==> config.mk <==
export PLATFORM = sky130hd
export DESIGN_NAME = temporizador_multicanal
export DESIGN_NICKNAME = d
export VERILOG_FILES = /design/src/rtl/temporizador_multicanal.sv
export SDC_FILE = /design/constraint.sdc
export NUM_CORES = 1
export LEC_CHECK = 0
export CORE_MARGIN = 8
export CORE_UTILIZATION = 45
export DETAILED_ROUTE_END_ITERATION = 6
export GPL_TIMING_DRIVEN = 0
export PLACE_DENSITY = 0.71
export REMOVE_ABC_BUFFERS = 1
export SKIP_LAST_GASP = 1
export SYNTH_ARGS = -nofsm -noshare
export SYNTH_HDL_FRONTEND = slang
export SYNTH_SLANG_ARGS = --single-unit
==> constraint.sdc <==
create_clock -name clk -period 3.04 [get_ports clk]
set_input_delay 0.76 -clock clk [delete_from_list [all_inputs] [get_ports clk]]
set_output_delay 0.76 -clock clk [all_outputs]
set_load 0.03 [all_outputs]
==> src/rtl/temporizador_multicanal.sv <==
// Multi-channel countdown timer with a shared tick prescaler; each channel runs one-shot or periodic.
// Optional sticky interrupt block enabled by defining TEMPORIZADOR_IRQ_EN.
module temporizador_multicanal #(
   parameter int unsigned NUM_CH   = 4,
   parameter int unsigned CNT_W    = 27,
   parameter int unsigned PRESCALE = 1
) (
   input  logic                    clk,
   input  logic                    reset_n,
   input  logic [NUM_CH-1:0]       enable,
   input  logic [NUM_CH-1:0]       pause,
   input  logic [NUM_CH-1:0]       periodic,
   input  logic [NUM_CH*CNT_W-1:0] period,
`ifdef TEMPORIZADOR_IRQ_EN
   input  logic [NUM_CH-1:0]       irq_clear,
   output logic [NUM_CH-1:0]       irq_status,
   output logic                    irq,
`endif
   output logic [NUM_CH-1:0]       done,
   output logic [NUM_CH-1:0]       expire,
   output logic [NUM_CH*CNT_W-1:0] count
);

   localparam int unsigned PS_W = (PRESCALE > 1) ? $clog2(PRESCALE) : 1;
   localparam logic [PS_W-1:0] PS_LAST = PS_W'(PRESCALE - 1);

   typedef enum logic [1:0] {
      IDLE   = 2'd0,
      RUN    = 2'd1,
      PAUSED = 2'd2,
      DONE   = 2'd3
   } state_e;

   logic [PS_W-1:0]  presc_q, presc_d;
   logic             tick;

   state_e           state_q [NUM_CH];
   state_e           state_d [NUM_CH];
   logic [CNT_W-1:0] cnt_q   [NUM_CH];
   logic [CNT_W-1:0] cnt_d   [NUM_CH];
   logic [CNT_W-1:0] per_q   [NUM_CH];
   logic [CNT_W-1:0] per_d   [NUM_CH];
   logic [NUM_CH-1:0] mode_q, mode_d;
   logic [NUM_CH-1:0] done_q, done_d;
   logic [NUM_CH-1:0] exp_q, exp_d;
   logic [NUM_CH-1:0] last;

   // Shared free-running prescaler
   always_comb begin
      tick    = (presc_q == PS_LAST);
      presc_d = tick ? '0 : presc_q + PS_W'(1);
   end

   // Per-channel next state; a released pause counts in the same cycle so a pause of N clocks delays by N
   always_comb begin
      for (int i = 0; i < NUM_CH; i++) begin
         state_d[i] = state_q[i];
         cnt_d[i]   = cnt_q[i];
         per_d[i]   = per_q[i];
         mode_d[i]  = mode_q[i];
         exp_d[i]   = 1'b0;
         last[i]    = (per_q[i] == '0) || (cnt_q[i] == per_q[i] - CNT_W'(1));
         case (state_q[i])
            IDLE: begin
               cnt_d[i] = '0;
               if (enable[i]) begin
                  per_d[i]   = period[i*CNT_W +: CNT_W];
                  mode_d[i]  = periodic[i];
                  state_d[i] = RUN;
               end
            end
            RUN, PAUSED: begin
               if (!enable[i]) begin
                  state_d[i] = IDLE;
                  cnt_d[i]   = '0;
               end else if (pause[i]) begin
                  state_d[i] = PAUSED;
               end else begin
                  state_d[i] = RUN;
                  if (tick) begin
                     if (last[i]) begin
                        exp_d[i] = 1'b1;
                        if (mode_q[i]) cnt_d[i] = '0;
                        else           state_d[i] = DONE;
                     end else begin
                        cnt_d[i] = cnt_q[i] + CNT_W'(1);
                     end
                  end
               end
            end
            DONE: begin
               if (!enable[i]) begin
                  state_d[i] = IDLE;
                  cnt_d[i]   = '0;
               end
            end
            default: begin
               state_d[i] = IDLE;
               cnt_d[i]   = '0;
            end
         endcase
         done_d[i] = (state_d[i] == DONE);
      end
   end

   always_ff @(posedge clk or negedge reset_n) begin
      if (!reset_n) begin
         presc_q <= '0;
         mode_q  <= '0;
         done_q  <= '0;
         exp_q   <= '0;
         for (int i = 0; i < NUM_CH; i++) begin
            state_q[i] <= IDLE;
            cnt_q[i]   <= '0;
            per_q[i]   <= '0;
         end
      end else begin
         presc_q <= presc_d;
         mode_q  <= mode_d;
         done_q  <= done_d;
         exp_q   <= exp_d;
         for (int i = 0; i < NUM_CH; i++) begin
            state_q[i] <= state_d[i];
            cnt_q[i]   <= cnt_d[i];
            per_q[i]   <= per_d[i];
         end
      end
   end

   always_comb begin
      for (int i = 0; i < NUM_CH; i++) count[i*CNT_W +: CNT_W] = cnt_q[i];
   end

   assign done   = done_q;
   assign expire = exp_q;

`ifdef TEMPORIZADOR_IRQ_EN
   logic [NUM_CH-1:0] irq_st_q, irq_st_d;
   logic              irq_q;

   // Sticky status; a new expiry wins over a simultaneous clear
   assign irq_st_d = (irq_st_q & ~irq_clear) | exp_d;

   always_ff @(posedge clk or negedge reset_n) begin
      if (!reset_n) begin
         irq_st_q <= '0;
         irq_q    <= 1'b0;
      end else begin
         irq_st_q <= irq_st_d;
         irq_q    <= |irq_st_q;
      end
   end

   assign irq_status = irq_st_q;
   assign irq        = irq_q;
`endif

endmodule

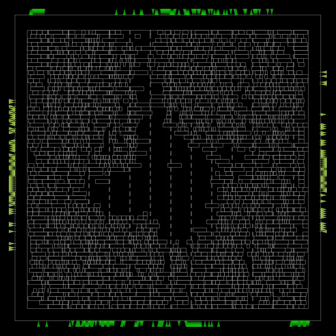
Figure 1: run 1, placed standard cells.
count of inserted tapcells: 461
Finished Layout Cells: 2648
filler cell count in the final layout: 2842

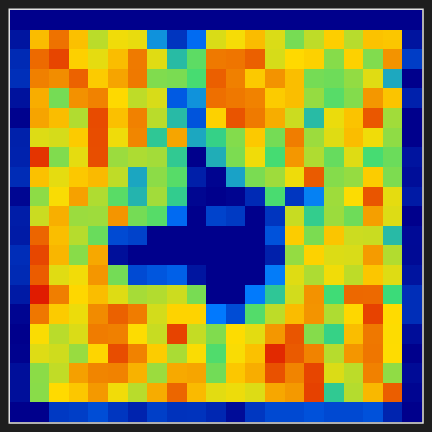
Figure 2: run 1, local utilization.
Scale: 2 px per um. 21 x 21 tiles, from dark blue (low) to red (high), 0 to 100% covered.
emptiest ninth of the die: center
nearly empty tiles: 14%
fullest tile: 97%
mean over tiles: 52%

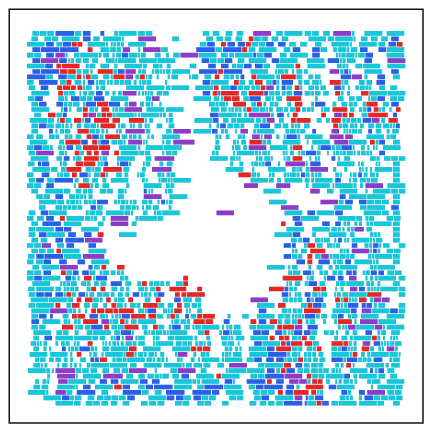
Figure 3: run 1, cells by drive strength.
Scale: 2 px per um.
| size | color | cells | share | most used |
|---|---|---|---|---|
| x6 and larger | purple | 87 | 4.0% | clkbuf_16 |
| x3 and x4 | red | 208 | 9.5% | buf_4 |
| x1 and smaller | cyan | 1606 | 73% | clkdlybuf4s50_1 |
| x2 | blue | 286 | 13% | mux2_2 |
area of all placed cells without fillers: 22800 um2
count of buffers not belonging to the clock network in the layout: 392

==> commit_impl_results.txt, run 1 <==
Store results of the implementation flow

* DR DRC count: 0
* DR pass1 iterations: 7
- For reference, full adder, half adder and majority cells occupy roughly 1.8% of the area reported after synthesis.
- After floorplanning, the die was sized to cover about 43000 um2.
- VDD sags by at most ~0.00083 V.
- In the power breakdown, the biggest contributor is combinational cells.
* Class of the most critical hold timing path: primary input to asynchronous set/reset pin
- Among logic cells in the layout, the one with the most instances is sky130_fd_sc_hd__clkdlybuf4s50_1.
- Average routed wire per standard cell: between 20 and 25 um
- After its last routability iteration, the placer logged a weighted congestion of 0.882.
- Internal Dissipation: about 9.9 mW
- Per the CTS log, the maximum H-tree level is 1.
* Run status: finished with violations
- Summing all placed instances gives a cell area of around 19000 um2.
- Final worst setup slack: -0.452 ns
- Total count of max-transition violations in the final report: 0
- The worst setup path is launched from a register.
- Vias after detailed routing: between 15000 and 20000
- Across all checked pins, the minimum headroom to the slew limit is 6.69%.
* Top area cell types: sky130_fd_sc_hd__dfrtp_1 (36%), sky130_fd_sc_hd__mux2_2 (7.8%), sky130_fd_sc_hd__xnor2_1 (5.4%)
- The registers of the reported paths see a clock transition of ~0.060 ns.
- Routing resource usage on met3 recorded by global route was 4.29%.
* Yosys-reported design area after synthesis: between 15000 and 20000 um2
- Hold Violations, Final: 0
- Cell chosen for the clock root: sky130_fd_sc_hd__clkbuf_16
- Antenna diodes: 0
- Post-cts hold buffer count: 0
- Post-DRT Antenna Nets: 0
- Top cells excl fill/tap: sky130_fd_sc_hd__clkdlybuf4s50_1 (236), sky130_fd_sc_hd__dfrtp_1 (211), sky130_fd_sc_hd__nand2_1 (154), sky130_fd_sc_hd__nor2_1 (120)
- Total length of routed met2 wires: around 27000 um
- The detailed router reported a total wirelength of 54600 um.
* DP Wirelength: 36100 um
- The critical path starts at per_q[2].
- The worst path uses 115% of the clock period.
- The synthesized netlist was found by Yosys to have 1836 cells.
- Power Dens Cells: 737 nW/um2
- Power of the combinational group: a little under 8 mW
- The final layout reports a setup TNS of -27.59 ns.
- Between clock sinks in the finished design, the worst skew comes to approximately 0.025 ns.
* Synth async-reset ratio: 100%
- Net switching is between 40% and 50% of the power.
- Avg Inst Size Synth: 8.86 um2
- The clock passes through at most 3 buffers.
- Clock-net power: between 3 and 4 mW
* Final min period: 3.49 ns
- The clock network is responsible for 21.4% of the overall power.
- # Post-CTS Setup Buffers: about 110
- Achievable clock frequency: 0.286 GHz
- The number of different library cells used by synthesis comes to 85.
- Utilization of the core after routing: between 60% and 70%
* Wire length of the first global-routing pass: roughly 86000 um
- Number of enable flip-flop cells: 0
- Summing every instance area after synthesis gives around 16000 um2.
* Number of warning messages in the yosys log: 0
* Area fraction in xor and xnor cells: roughly 8.6%
- The run reported a max-capacitance violation count of 0.
- Startpoint of the worst register-to-register path: per_q[2]
- Final setup fails: 111
* Flop+latch power: about 5.5 mW
- TritonCTS built the clock tree.
- Top non-seq family: simple AND/OR/NAND/NOR gates
* Latency at later pin: ~0.57 ns
- Maximum number of pins on one net before global-route repair: 110
* TritonCTS Sinks: approximately 240
- Share of the synthesized area in the top cell type: 36.3%
- The checks that failed: negative setup slack.
* Setup crit end kind: register
[run 1: layout make-up]
cell class | instances | share of cell area, %
clock buffer | 40 | 3.76
clock inverter | 11 | 0.615
inverter | 50 | 0.824
timing repair buffer | 392 | 17.0
multi-input combinational | 1458 | 49.2
tap | 461 | 2.53
sequential | 236 | 26.1
[run 1: cells in the mapped netlist, types with 36 or more instances]
library cell	instances
sky130_fd_sc_hd__dfrtp_1	236
sky130_fd_sc_hd__nand2_1	164
sky130_fd_sc_hd__nor2_1	126
sky130_fd_sc_hd__nand3_1	115
sky130_fd_sc_hd__mux2_2	112
sky130_fd_sc_hd__xnor2_1	101
sky130_fd_sc_hd__clkbuf_1	82
sky130_fd_sc_hd__o21ai_0	72
sky130_fd_sc_hd__nor3_1	68
sky130_fd_sc_hd__nand4_1	63
sky130_fd_sc_hd__xor2_1	58
sky130_fd_sc_hd__inv_1	50
sky130_fd_sc_hd__nor4_1	44
sky130_fd_sc_hd__o211ai_1	43
sky130_fd_sc_hd__and3_1	36
[run 1: how the worst max path moves through the flow]
stage                       to  depth (start not counted)  slack [ns]
finish               count[97]                          9       -0.45
detailed placement   count[33]                          9       -1.44
global placement     per_q[98]                          1       -9.12
CTS                  count[93]                         10       -0.42
global route        count[100]                          9       -0.53
floorplan            count[54]                          9       -1.39
[run 1: critical path: stages, from the launching register on]
cell	delay, ns
sky130_fd_sc_hd__dfrtp_2	0.45
sky130_fd_sc_hd__or3_4	0.44
sky130_fd_sc_hd__nor4_4	0.41
sky130_fd_sc_hd__and3_4	0.27
sky130_fd_sc_hd__a21oi_4	0.05
sky130_fd_sc_hd__or4_4	0.51
sky130_fd_sc_hd__or4_4	0.47
sky130_fd_sc_hd__o21ai_4	0.34
sky130_fd_sc_hd__nand3_4	0.21
sky130_fd_sc_hd__o221ai_1	0.25
## Run 2: what changed since run 1
--- a/config.mk
+++ b/config.mk
@@ -9,7 +9,7 @@
 export CORE_UTILIZATION = 45
 export DETAILED_ROUTE_END_ITERATION = 6
 export GPL_TIMING_DRIVEN = 0
-export PLACE_DENSITY = 0.71
+export PLACE_DENSITY_LB_ADDON = 0.12
 export REMOVE_ABC_BUFFERS = 1
 export SKIP_LAST_GASP = 1
 export SYNTH_ARGS = -nofsm -noshare
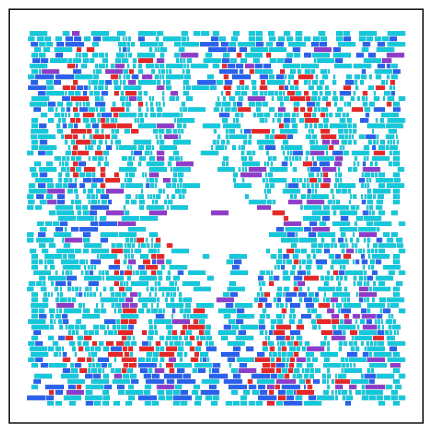
Figure 4: run 2, cells by drive strength.
Scale: 2 px per um.
| size | color | cells | share | most used |
|---|---|---|---|---|
| x3 and x4 | red | 191 | 8.8% | buf_4 |
| x2 | blue | 280 | 13% | mux2_2 |
| x1 and smaller | cyan | 1619 | 74% | clkdlybuf4s50_1 |
| x6 and larger | purple | 84 | 3.9% | buf_6 |
Layout area overhead: 37.9%
area of all placed cells without fillers: 22400 um2
final worst setup slack: -0.415 ns

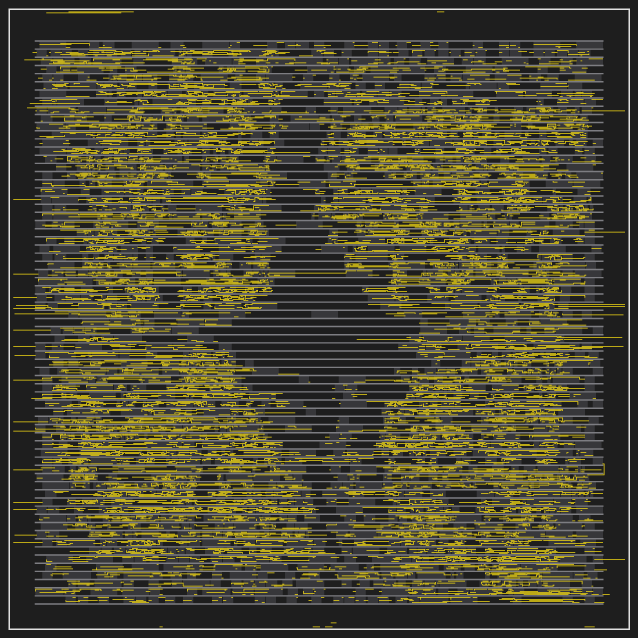
Figure 5: run 2, metal 1.
Scale: 3 px per um. Supply wires on this layer in gray.
share of all routed wire: 42%
longest straight run: 39.6 um
wire length on this layer: 22.5 mm
nets with wire on the layer: 2089

==> run 2 against run 1 <==
Compared with the run above: the run still ends with negative setup slack left; fmax increased by 1.1%; clock power down 5%; flip-flop count is the same; wire length is 1.7% lower; final cell count decreased by 0.42%; sequential share of layout area up 0.41 points; critical path type unchanged; critical endpoint is now count[2]; largest power group unchanged; highest routed layer unchanged.
==> commit_impl_results.txt, run 2 <==
Store results of the implementation flow

- # port buffers: approximately 240
* Part of the total power dissipated in combinational logic: a little under half
- Number of warning messages in the logs: approximately 45
* WP buf/inv: 1
- Share of power burned in the clock network: roughly a fifth
* Total wirelength of the detailed-routed design: between 50000 and 60000 um
- The largest individual stage delay along the critical path comes from the cell sky130_fd_sc_hd__nor4_2.
* Startpoint of the worst register-to-register path: per_q[85]
- TritonCTS built the clock tree.
- Yosys-reported design area after synthesis: approximately 16000 um2
* Capturing point of the worst reg2reg path: count[2]
- STA classifies the critical path endpoint as a register.
* Flop+latch power: ~5.5 mW
* Hold Path End: state_q[7]
- Hold analysis shows the worst path with a depth of 1.
- After detailed routing, the number of vias per cell comes to between 6 and 7.
- Sequential elements use a little over a third of the synthesized area.
- Cell internal power was estimated by the tool at 9.60 mW.
* Vias after detailed routing: 16100
- Among all flip-flop cells after synthesis, the most frequent one is sky130_fd_sc_hd__dfrtp_1.
* Number of cells in Yosys stat: 1836
- Multiplexer cells account for under 10% of the synthesized area.
- TritonCTS Sinks: approximately 240
* DR DRC count: 0
- Timing would allow up to 0.289 GHz.
- The end-of-flow timing check tallies setup violations at 112.
- Cell chosen for the clock root: sky130_fd_sc_hd__clkbuf_16
- Worst setup slack after placement: -1.40 ns
- Simple logic cell fraction of the synthesized area: approximately 27%
- After its last routability iteration, the placer logged a weighted congestion of ~0.90.
- CTS Buf Count: 28
- The net switching power in the latest report is approximately 6.7 mW.
* 1st-iter DRT viols: about 860
* CP required: around 3.5 ns
- Kind of start point of the critical path: register
- Summed over all cells, the static leakage comes to 8.52 nW.
* Max-cap violations: 0
* Top non-seq family: simple AND/OR/NAND/NOR gates
* Top pwr grp: combinational cells
* Power of the combinational group: around 7.4 mW
* Max incr delay on CP: around 0.52 ns
- The critical path in the final layout is reported with a setup slack of -0.415 ns.
- Unrepaired setup endpoints after global routing: yes
- Setup total negative slack on the finished layout was measured at -22.78 ns.
* Run status: finished with violations
- The cell count after synthesis came out at approximately 1800.
- Maximum number of buffers from clock root to sink: 3
- The main area contributors are sky130_fd_sc_hd__dfrtp_1 (36%), sky130_fd_sc_hd__mux2_2 (7.8%), sky130_fd_sc_hd__xnor2_1 (5.4%).
* Maximum fanout encountered on the critical timing path: 8
- The worst register-to-register path has a depth of 10.
- After Yosys synthesis, AND-OR and OR-AND compound gates account for around 14% of the synthesized area.
- Placeable core region: approximately 36000 um2
- From left edge to right edge, the die measures 206 um.
- Setup Skew: roughly 0.011 ns
* DP Wirelength: about 36000 um
- Summed over all layers, the global routing overflow is 0.
- Final cycle utilization of the critical path: 114%
- Startpoint of the lowest-slack hold path: mode_q[0]
* Cell class contributing the biggest share of worst-path delay: simple AND/OR/NAND/NOR gates
- Number of warning messages in the yosys log: 0
- Counting I/O delays and the setup requirement, the final critical path takes 3.46 ns.
- The timing report gives the clock slew at the launch and capture registers of the worst setup and hold paths as around 0.06 ns.
* Latency at later pin: roughly 0.56 ns
- Die ar.: 42500 um2
- For this run, the detailed router's first-pass iteration total came to 5.
- Most common cell after layout, fill and taps aside: sky130_fd_sc_hd__clkdlybuf4s50_1
- Cell Rows: between 60 and 70
- Note that the worst hold path type here is register to register.
- Looking at the setup timing report, the critical path kind is register to register.
* Standard cell area after detailed placement: approximately 19000 um2
* Power share of the sequential group: 33.5%
- Total count of max-transition violations in the final report: 0
- CP Data Arrival Time: about 3.9 ns
- The first global-routing pass estimated 83300 um of wire.
- Max-Slew Margin vs Limit: ~7.4%
- Violated checks: negative setup slack
- The netlist uses between 80 and 90 different library cells.
- Summing the areas of all fa, ha and maj instances in the mapped netlist gives under 10% of the synthesized area.
- The most common logic cells in the final layout are sky130_fd_sc_hd__clkdlybuf4s50_1 (235), sky130_fd_sc_hd__dfrtp_1 (207), sky130_fd_sc_hd__nand2_1 (154), sky130_fd_sc_hd__nor2_1 (117), sky130_fd_sc_hd__mux2_2 (112).
- FP Core Util: a little under half
* Vias in the first global route: 15500
- Library cell occupying the most area in the post-synthesis netlist: sky130_fd_sc_hd__dfrtp_1
- The cell-mix breakdown from Yosys lists the XOR/XNOR area share as under 10%.
* Fraction of layout instances using a drive strength above 1: 25.5%
- Per the synth log, the flip-flop and latch total comes to between 200 and 250.
- Cell with the most instances after synthesis: sky130_fd_sc_hd__dfrtp_1
- Ordered list of cells on the worst path: nor4_2, nand2_1, or3_1, o2bb2ai_1, a31oi_1, and2_1, a31oi_4, buf_12, nand3_4, o311ai_4
- Endpoints failing hold in the final report were tallied at 0.
- Avg Inst Size Synth: around 8.9 um2
- Entering global routing, the biggest net connects 120 pins.
- Clock-net power: about 3.4 mW
- Yosys reports that the most numerous cell types are sky130_fd_sc_hd__dfrtp_1 (236), sky130_fd_sc_hd__nand2_1 (164), sky130_fd_sc_hd__nor2_1 (126).
- Synth async-reset ratio: 100%
- Global routing consumed, over all layers together, a little under a quarter of the routing resources.
- Average routed wire per standard cell: just over 20 um
* Post-DRT Antenna Nets: 0
- Share of the synthesized area in the top cell type: a little over a third
- The initial antenna violation count came to 1.
- The most critical hold endpoint after final layout shows a slack of 0.533 ns.
- Across the VDD grid, the largest voltage drop is 0.000705 V.
- Setup slack of the most critical reg-to-reg path: -0.42 ns
- Sw frac: 40.9%
- Summing every instance area after synthesis gives 16300 um2.
- Power Dens Cells: ~720 nW/um2
- For this run, the post-layout net count is 2301.
- Die height: between 200 and 250 um
- roughly 240 I/O pins were placed.
* Slew @ Worst Pin: ~1.4 ns
* Number of enable flip-flop cells: 0
* H-tree lvl count: 1
==> run 2: area by class of cell <==
type | instances | area (um2)
clock buffers | 45 | 866
fillers | 2994 | 13100
multi-input cells | 1459 | 11100
inverters | 50 | 188
repair buffers | 380 | 3720
flip-flops and latches | 236 | 5940
clock inverters | 4 | 47.5
diodes | 2 | 5.00
well taps | 461 | 577
==> run 2: kinds of logic (layout without fill, tap and decap cells) <==
group	after synthesis	count (layout)
AND-OR/OR-AND	325	325
flip-flops	236	236
multiplexers	122	122
AND/OR/NAND/NOR	820	829
other	0	2
XOR/XNOR	159	159
buffers and inverters	150	479
adder cells (fa/ha/maj)	24	24
==> run 2: worst max-delay path by stage <==
| stage | startpoint | end | slack, ns | cells after the start |
|---|---|---|---|---|
| 2_1_floorplan | per_q[40] | count[54] | -1.39 | 9 |
| 3_3_place_gp | reset_n | per_q[53] | -9.30 | 1 |
| 3_5_place_dp | per_q[83] | count[22] | -1.40 | 9 |
| 4_1_cts | per_q[18] | count[103] | -0.47 | 13 |
| 5_1_grt | per_q[81] | count[7] | -0.50 | 13 |
| 6_report | per_q[85] | count[2] | -0.42 | 10 |
==> run 2: routing by layer <==
metal | global-route usage, % | part of all wire, %
met1 | 31.1 | 42
met2 | 40.3 | 49
met3 | 3.92 | 5.9
met4 | 6.84 | 2.6
met5 | 0 | 0
==> run 2: repair_timing <==
item | 4_1_cts | 5_1_grt
endpoints found under the hold margin | 12 | 0
resized | 203 | 147
hold buffers | 1 | 0
setup endpoints to repair | 148 | 117
pin swaps | 85 | 130
cloned | 10 | 7
setup buffers | 79 | 52
==> run 2: metrics by stage <==
step	power [mW]	instances	util, %
after floorplan	9.18	1736	-
after global placement	10.7	2434	52.9
after detailed placement	11.0	2443	53.5
after CTS	15.5	2582	60.5
after global routing	17.2	2636	63.1
final	16.3	2637	63.1
Power and IR drop assume default switching activity.
